## config.mk

```make
export PLATFORM = sky130hd
export DESIGN_NAME = vc_arb_resp_router
export DESIGN_NICKNAME = d
export VERILOG_FILES = /design/src/rtl/vc_arb_resp_router_pkg.sv /design/src/rtl/vc_arb_resp_router_tag_queue.sv /design/src/rtl/vc_arb_resp_router.sv
export SDC_FILE = /design/constraint.sdc
export NUM_CORES = 1
export LEC_CHECK = 0
export ABC_AREA = 1
export CAP_MARGIN = 30
export CORE_ASPECT_RATIO = 0.8
export CORE_MARGIN = 8
export CORE_UTILIZATION = 34
export DETAILED_ROUTE_END_ITERATION = 8
export GPL_TIMING_DRIVEN = 1
export PLACE_DENSITY = 0.88
export REMOVE_ABC_BUFFERS = 1
export SLEW_MARGIN = 20
export SYNTH_ARGS = -nofsm -noshare
export SYNTH_HDL_FRONTEND = slang
export SYNTH_SLANG_ARGS = --single-unit
```

## constraint.sdc

```tcl
create_clock -name clk -period 2.9 [get_ports clk]
set_clock_uncertainty 0.15 [all_clocks]
set_input_delay 0.58 -clock clk [delete_from_list [all_inputs] [get_ports clk]]
set_output_delay 0.58 -clock clk [all_outputs]
set_load 0.01 [all_outputs]
```

## src/rtl/vc_arb_resp_router_pkg.sv

```systemverilog
// Shared definitions for the vc arbiter family: grant encoding helpers and
// the protocol-error cause codes.
package vc_arb_resp_router_pkg;

    localparam int unsigned c_max_reqs = 32;

    typedef enum logic [1:0] {
        ERR_NONE       = 2'd0,
        ERR_NOT_ONEHOT = 2'd1,
        ERR_ENQ_FULL   = 2'd2,
        ERR_RESP_EMPTY = 2'd3
    } err_cause_e;

    function automatic int unsigned onehot_to_idx(input logic [c_max_reqs-1:0] vec);
        int unsigned idx;
        idx = 0;
        for (int unsigned i = 0; i < c_max_reqs; i++) begin
            if (vec[i]) idx = i;
        end
        return idx;
    endfunction

    function automatic logic is_onehot(input logic [c_max_reqs-1:0] vec);
        int unsigned ones;
        ones = 0;
        for (int unsigned i = 0; i < c_max_reqs; i++) begin
            if (vec[i]) ones = ones + 1;
        end
        return (ones == 1);
    endfunction

endpackage

```

## src/rtl/vc_arb_resp_router_tag_queue.sv

```systemverilog
// Circular pointer/count FIFO with val/rdy on both sides; reusable by any
// in-order tracker. Only control state is reset; entry storage is not.
module vc_arb_tag_queue
    import vc_arb_resp_router_pkg::*;
#(
    parameter int unsigned p_depth      = 4,
    parameter int unsigned p_data_nbits = 1
) (
    input  logic                    clk,
    input  logic                    reset,
    input  logic                    i_sd,
    input  logic                    i_enq_val,
    output logic                    o_enq_rdy,
    input  logic [p_data_nbits-1:0] i_enq_data,
    output logic                    o_deq_val,
    input  logic                    i_deq_rdy,
    output logic [p_data_nbits-1:0] o_deq_data,
    output logic                    o_full,
    output logic                    o_empty
);

    localparam int unsigned PTR_W = $clog2(p_depth);
    localparam int unsigned CNT_W = PTR_W + 1;

    logic [p_data_nbits-1:0] r_mem [p_depth];
    logic [PTR_W-1:0]        r_head;
    logic [PTR_W-1:0]        r_tail;
    logic [CNT_W-1:0]        r_count;

    logic w_enq_fire;
    logic w_deq_fire;
    logic w_unused_sd;

    // The domain label only tags the stored state; it never alters behaviour.
    assign w_unused_sd = i_sd;

    assign o_full     = (r_count == CNT_W'(p_depth));
    assign o_empty    = (r_count == '0);
    assign o_enq_rdy  = !o_full;
    assign o_deq_val  = !o_empty;
    assign o_deq_data = r_mem[r_head];

    assign w_enq_fire = i_enq_val && o_enq_rdy;
    assign w_deq_fire = o_deq_val && i_deq_rdy;

    always_ff @(posedge clk) begin
        if (reset) begin
            r_head  <= '0;
            r_tail  <= '0;
            r_count <= '0;
        end else begin
            if (w_enq_fire) r_tail <= r_tail + PTR_W'(1);
            if (w_deq_fire) r_head <= r_head + PTR_W'(1);
            case ({w_enq_fire, w_deq_fire})
                2'b10:   r_count <= r_count + CNT_W'(1);
                2'b01:   r_count <= r_count - CNT_W'(1);
                default: r_count <= r_count;
            endcase
        end
    end

    always_ff @(posedge clk) begin
        if (w_enq_fire) r_mem[r_tail] <= i_enq_data;
    end

endmodule

```

## src/rtl/vc_arb_resp_router.sv

```systemverilog
// Records the winning requester of each accepted grant and steers in-order
// responses from the shared resource back to that requester.
module vc_arb_resp_router
    import vc_arb_resp_router_pkg::*;
#(
    parameter int unsigned p_num_reqs  = 2,
    parameter int unsigned p_max_out   = 4,
    parameter int unsigned p_msg_nbits = 32
) (
    input  logic                   clk,
    input  logic                   reset,
    input  logic                   sd,
    input  logic                   grant_val,
    input  logic [p_num_reqs-1:0]  grants,
    output logic                   grant_rdy,
    input  logic                   resp_val,
    output logic                   resp_rdy,
    input  logic [p_msg_nbits-1:0] resp_msg,
    output logic [p_num_reqs-1:0]  out_val,
    input  logic [p_num_reqs-1:0]  out_rdy,
    output logic [p_msg_nbits-1:0] out_msg,
    output logic                   err
);

    localparam int unsigned IDX_W = $clog2(p_num_reqs);

    logic [c_max_reqs-1:0] w_grants_ext;
    logic                  w_grant_onehot;
    logic [IDX_W-1:0]      w_grant_idx;
    logic                  w_enq_rdy;
    logic                  w_deq_val;
    logic                  w_deq_rdy;
    logic [IDX_W-1:0]      w_head_idx;
    logic                  w_full;
    logic                  w_empty;
    err_cause_e            w_err_cause;
    logic                  r_err;

    always_comb begin
        w_grants_ext = '0;
        w_grants_ext[p_num_reqs-1:0] = grants;
    end

    assign w_grant_onehot = is_onehot(w_grants_ext);
    assign w_grant_idx    = IDX_W'(onehot_to_idx(w_grants_ext));

    // A malformed grant vector is never enqueued.
    vc_arb_tag_queue #(
        .p_depth      (p_max_out),
        .p_data_nbits (IDX_W)
    ) u_tag_queue (
        .clk        (clk),
        .reset      (reset),
        .i_sd       (sd),
        .i_enq_val  (grant_val && w_grant_onehot),
        .o_enq_rdy  (w_enq_rdy),
        .i_enq_data (w_grant_idx),
        .o_deq_val  (w_deq_val),
        .i_deq_rdy  (w_deq_rdy),
        .o_deq_data (w_head_idx),
        .o_full     (w_full),
        .o_empty    (w_empty)
    );

    assign grant_rdy = w_enq_rdy;
    assign w_deq_rdy = resp_val && out_rdy[w_head_idx];
    assign resp_rdy  = w_deq_val && out_rdy[w_head_idx];
    assign out_msg   = resp_msg;

    always_comb begin
        out_val = '0;
        if (resp_val && w_deq_val) out_val[w_head_idx] = 1'b1;
    end

    always_comb begin
        w_err_cause = ERR_NONE;
        if (grant_val && !w_grant_onehot)  w_err_cause = ERR_NOT_ONEHOT;
        else if (grant_val && w_full)      w_err_cause = ERR_ENQ_FULL;
        else if (resp_val && w_empty)      w_err_cause = ERR_RESP_EMPTY;
    end

    always_ff @(posedge clk) begin
        if (reset) r_err <= 1'b0;
        else if (w_err_cause != ERR_NONE) r_err <= 1'b1;
    end

    assign err = r_err;

endmodule

```

Fig. 1: run 1, I/O pins on the die edge
Scale bar: 20 um. Pins as bars across the die edge, other pins in gray.
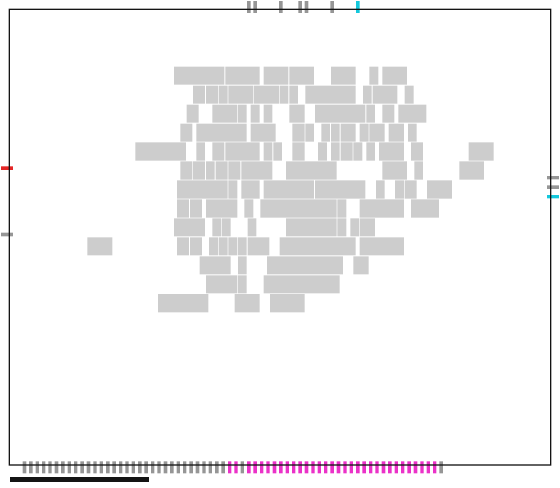
color	port	pins	direction	edge
magenta	resp_msg	32	input	south
cyan	out_rdy	2	input	1 north, 1 east
red	clk	1	input	west

Fig. 2: run 1, sizing map
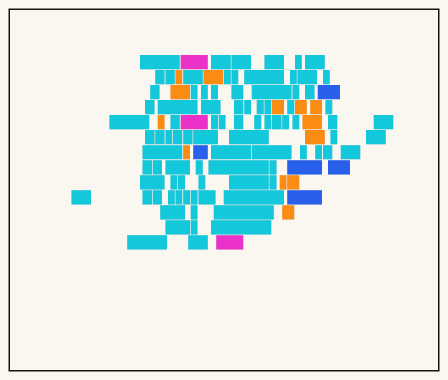
color	size	cells	share
blue	_3 and _4 cells	5	4.5%
orange	_2 cells	13	12%
cyan	_0 and _1 cells	89	81%
magenta	_6 and larger	3	2.7%

Fig. 3: run 1, cell outlines without signal wires
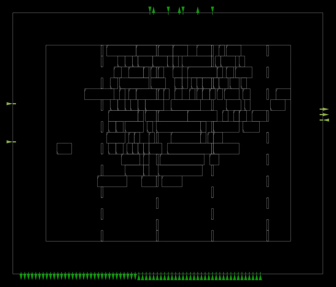
fill cell count: 307
Core ar.: 3000 sq um

-- run 1: layout make-up --
type / instances / area (sq um)
Inverter: 23 / 86.3
Timing Repair Buffer: 13 / 128
Sequential cell: 14 / 320
Clock buffer: 3 / 41.3
Multi-Input combinational cell: 56 / 382
Clock inverter: 1 / 3.75
Fill cell: 307 / 1980
Tap cell: 40 / 50.0
-- run 1: logic make-up after synthesis --
logic type	Yosys count	synth area share
flip-flops	14	0.311
adder cells (fa/ha/maj)	6	0.0803
AND-OR/OR-AND	17	0.0839
XOR/XNOR	1	0.00852
buffers and inverters	55	0.318
AND/OR/NAND/NOR	32	0.198
-- run 1: cell usage in the layout, fill, tap and decap left out, drive strengths merged --
master / n
inv: 23
nand2: 16
clkdlybuf4s50: 12
a21oi: 10
dfxtp: 10
nand3: 9
nor2: 7
o21ai: 6
ha: 5
edfxtp: 4
clkbuf: 3
xor2: 1
a31oi: 1
fa: 1
clkinv: 1
buf: 1
-- run 1: per-stage QoR --
step / power [mW] / instance area (sq um) / utilization / hold WS (ns) / setup slack, ns
2_1_floorplan: 0.318 / 788 / - / 0.292 / 0.771
3_3_place_gp: 0.362 / 966 / 0.322 / 0.305 / 0.246
3_5_place_dp: 0.367 / 966 / 0.322 / 0.315 / 0.198
4_1_cts: 0.530 / 1010 / 0.338 / 0.321 / 0.280
5_1_grt: 0.553 / 1010 / 0.338 / 0.353 / 0.236
6_report: 0.522 / 1010 / 0.338 / 0.320 / 0.268
-- run 1: tightest hold or removal path, delay by kind of cell, from the launching register on --
| family | cells | cell delay [ns] |
|---|---|---|
| compound gates | 1 | 0.07 |
| buf+inv | 1 | 0.05 |
| flops | 1 | 0.31 |
-- run 1: routing by layer --
| layer | track usage | up-vias | part of all wire |
|---|---|---|---|
| li1 | - | 323 | - |
| met2 | 0.106 | 43 | 0.35 |
| met1 | 0.112 | 303 | 0.44 |
| met4 | 0.0352 | 0 | 0.0067 |
| met3 | 0.116 | 2 | 0.20 |
| met5 | 0.0200 | - | 0 |
-- run 1: power by group through the flow --
| stage | clock [mW] | sequential [mW] | combinational [mW] |
|---|---|---|---|
| 3_5_place_dp | 0 | 0.232 | 0.135 |
| 2_1_floorplan | 0 | 0.231 | 0.0874 |
| 4_1_cts | 0.167 | 0.228 | 0.136 |
| 6_report | 0.160 | 0.228 | 0.134 |
| 5_1_grt | 0.173 | 0.230 | 0.149 |
| 3_3_place_gp | 0 | 0.231 | 0.131 |
-- run 1: worst paths after layout --
path / slack, ns / start / to / cells after the start
setup / recovery: 0.27 / resp_val / out_val[0] / 4
hold / removal: 0.32 / err$_SDFFE_PP0P_ / err$_SDFFE_PP0P_ / 2
setup reg to reg: 0.71 / u_tag_queue.r_mem[3]$_DFFE_PP_ / u_tag_queue.r_count[2]$_SDFFE_PP0P_ / 14
hold reg to reg: 0.32 / err$_SDFFE_PP0P_ / err$_SDFFE_PP0P_ / 2
==> impl_metrics.toml, run 1 <==
# physical design summary
[final_timing]
relSlewSlack = 0.836
tightest_slew_ns = 0.245
setup_tns_ns = 0
layout_min_cycle_time_ns = 2.63
setup_viol = 0
report.final.hold_viol_count = 0
clock.fmax_mhz = 380
min_period_over_period = 0.908
rsz0062_at_grt = "no"

[synthesis]
avgSynthCellArea_sq_um = 8.23
top_area_frac = 0.234
ys_area_sq_um = 1030
area_leaders = "buf_4 23%, dfxtp_1 19%, edfxtp_1 12%"
synth_cell_types = 20
edf_count = 4
top_cells_by_count = "32 x buf_4, 19 x inv_1, 10 x a21oi_1, 10 x dfxtp_1, 10 x nand2_1"
synthCells = 125
ys_cells = 125
syn-cell-area_sq_um = 1030
synth-seq-cells = 14
ff_type = "dfxtp_1"
synth_seq_share = 0.311
synthArstFlopShare = 0
yosys_warnings = 0

[routing]
via_per_inst = 4.47
vias = 671
ant_nets = 0
routedWlPerCell_um = 17.0
drt-total-wl_um = 2540
drc_errors = 0
first_pass_iters = 4

[placed_design]
dp.cells = 146
gp_congestion = 0.692
hpwlAfterDp_um = 2080

[pwr]
p_sw_uw = 152
p_int_uw = 370
power_frac_seq = 0.437
p_per_area_nw_per_um2 = 516
switching_share = 0.292
cellLeakagePower_nw = 0.428
ir_drop_v = 0.000192

[worst_setup_path]
start_kind = "primary input"
cp.arrival_ns = 1.90
critPathBufInv = 2
path_class = "in -> out"
worstPathRequired_ns = 2.17
crit_chain = "clkdlybuf4s50_1 > nand2_1 > a21oi_1 > clkdlybuf4s50_1"
critPathSlowestCell = "clkdlybuf4s50_1"
cpMostUsedCell = "clkdlybuf4s50_1"
crit_fanout = 4
slowest_delay_ns = 0.56
crit_family = "buffers and inverters"
cp-end-kind = "output port"

[cts]
insertion_delay_ns = 0.25
root_buffer = "clkbuf_8"
cts.htree.levels = 1
cts_buffers = 3
cts_setup_buffers = 0
cts_hold_buffers = 0
cts_sinks = 14
clk_path_buf_depth = 2
cts.clk_slew.worst_paths_ns = 0.06

[layout]
n_antenna_cell = 0
drive_above_1_share = 0.191
fin_cells = 150
area_growth_pct = -1.70
finalNetCount = 158

[run_status]
status = "complete, no violations"

[job]
tool_warnings = 29
max_cap_viol_count = 0

[floorplan]
fp.dieW_um = 77.5
floorplanUtilization = 0.343
ios = 78
dieHeight_um = 65.2
num_rows = 18
die-area_sq_um = 5050

[grt]
grt_pass1_wl_um = 3570
grt_max_degree = 9
grt_remaining_overflow = 0
antenna_found_initial = 0
grt_usage = 0.0989

[hold_path]
min_path_type = "reg -> reg"
==> run 2, diff against run 1 <==
--- a/config.mk
+++ b/config.mk
@@ -13,6 +13,7 @@
 export DETAILED_ROUTE_END_ITERATION = 8
 export GPL_TIMING_DRIVEN = 1
 export PLACE_DENSITY = 0.88
+export RECOVER_POWER = 50
 export REMOVE_ABC_BUFFERS = 1
 export SLEW_MARGIN = 20
 export SYNTH_ARGS = -nofsm -noshare
Fig. 4: run 2, close-up of the layout
Region (48, 39) to (68, 59) um. Cells in gray, sequential cells in the stronger gray; small squares are vias.
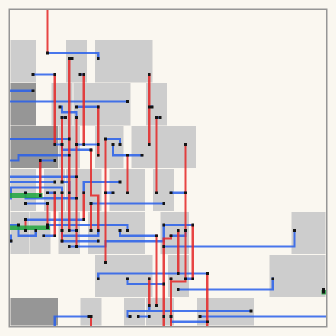
color	layer
green	metal 3
red	metal 2
blue	metal 1
sequential cells in the window	0
most frequent	inv_1 (6), clkdlybuf4s50_1 (5), nand2_1 (4)
cells with their middle in the window	26

Fig. 5: run 2, I/O pins on the die edge
Scale bar: 20 um. Pins as bars across the die edge, other pins in gray.
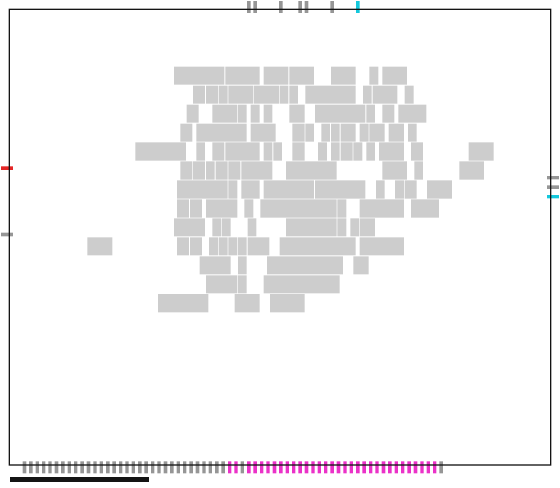
color	port	pins	direction	edge
red	clk	1	input	west
cyan	out_rdy	2	input	1 north, 1 east
magenta	resp_msg	32	input	south

==> impl_metrics.toml, run 2 <==
# physical design summary
[worst_setup_path]
worst_r2r_startpoint = "u_tag_queue.r_mem[3]$_DFFE_PP_"
r2r_cells = 14
cp-end-kind = "output port"
start_kind = "primary input"
r2r-end = "u_tag_queue.r_count[2]$_SDFFE_PP0P_"
rrSetupSlack_ns = 0.71

[cts]
clk_path_buf_depth = 2
insertion_delay_ns = 0.25
cts_hold_buffers = 0
cts_setup_buffers = 0
root_buffer = "clkbuf_8"
cts_sinks = 14
cts.clk_slew.worst_paths_ns = 0.06

[routing]
via_per_inst = 4.47
first_pass_iters = 4
routedWlPerCell_um = 17.0
vias = 671
drc_errors = 0

[synthesis]
syn-cell-area_sq_um = 1030
ff_type = "dfxtp_1"
ys_area_sq_um = 1030
yosys_warnings = 0
edf_count = 4
area_leaders = "buf_4 23%, dfxtp_1 19%, edfxtp_1 12%"
top_cells_by_count = "32 x buf_4, 19 x inv_1, 10 x a21oi_1, 10 x dfxtp_1, 10 x nand2_1"
synthCells = 125
top_area_frac = 0.234
synth_seq_share = 0.311
synthArstFlopShare = 0

[final_timing]
min_period_over_period = 0.908
rsz0062_at_grt = "no"
setup_viol = 0
report.final.hold_viol_count = 0
timing.final.ws_setup_ns = 0.268
layout_min_cycle_time_ns = 2.63
relSlewSlack = 0.836
clock.fmax_mhz = 380

[layout]
drive_above_1_share = 0.191
lay_top_cells = "19 x inv_1, 11 x clkdlybuf4s50_1, 10 x nand2_1, 10 x a21oi_1, 10 x dfxtp_1"
area_growth_pct = -1.70
lay_top_count = "inv_1"
finalNetCount = 158
nFillCells = 307

[pwr]
cellLeakagePower_nw = 0.429
power_frac_seq = 0.437
p_per_area_nw_per_um2 = 516
p_int_uw = 369

[grt]
grt_remaining_overflow = 0
antenna_found_initial = 0
grt_pass1_wl_um = 3570
grt_max_degree = 9

[hold_path]
min_path_type = "reg -> reg"

[run_status]
status = "complete, no violations"

[floorplan]
ios = 78
die-area_sq_um = 5050
core_area_sq_um = 3000

[placed_design]
dp.cells = 146
run 2: power groups by stage:
stage	logic (mW)	registers, mW	clock network (mW)
global route	0.149	0.230	0.173
CTS	0.136	0.228	0.167
detailed placement	0.135	0.232	0
finish	0.133	0.228	0.160
global placement	0.131	0.231	0
floorplan	0.0874	0.231	0
run 2: per-stage QoR:
stage,hold slack (ns),cell area (sq um)
floorplan,0.292,788
global placement,0.305,966
detailed placement,0.315,966
CTS,0.321,1010
global route,0.353,1010
finish,0.320,1010
run 2: area by class of cell:
class / instances / area (sq um) / area share
Clock buffer: 3 / 41.3 / 0.0408
Clock inverter: 1 / 3.75 / 0.00371
Inverter: 23 / 86.3 / 0.0854
Multi-Input combinational cell: 56 / 382 / 0.377
Sequential cell: 14 / 320 / 0.317
Tap cell: 40 / 50.0 / 0.0495
Timing Repair Buffer: 13 / 128 / 0.126
run 2: how the worst max path moves through the flow:
stage,to,cells past startpoint,start
floorplan,u_tag_queue.r_count[2]$_SDFFE_PP0P_,9,grants[1]
global placement,u_tag_queue.r_count[2]$_SDFFE_PP0P_,12,out_rdy[1]
detailed placement,u_tag_queue.r_count[2]$_SDFFE_PP0P_,12,resp_val
CTS,out_val[0],4,resp_val
global route,u_tag_queue.r_count[2]$_SDFFE_PP0P_,10,grants[1]
finish,out_val[0],4,resp_val
run 2: kinds of logic (layout without fill, tap and decap cells):
kind of cell / count (synthesis) / count (layout) / synth area share
AND-OR/OR-AND: 17 / 17 / 0.0839
buffers and inverters: 55 / 40 / 0.318
adder cells (fa/ha/maj): 6 / 6 / 0.0803
XOR/XNOR: 1 / 1 / 0.00852
flip-flops: 14 / 14 / 0.311
AND/OR/NAND/NOR: 32 / 32 / 0.198
run 2: critical path, stage by stage:
cell and delay [ns]:
clkdlybuf4s50_1 0.49, nand2_1 0.13, a21oi_1 0.15, clkdlybuf4s50_1 0.56
run 2: routing by layer:
metal | GRT usage | wire (um)
met1 | 0.112 | 1120
met2 | 0.106 | 884
met3 | 0.116 | 521
met4 | 0.0352 | 17
met5 | 0.0200 | 0
Power and IR drop assume default switching activity.
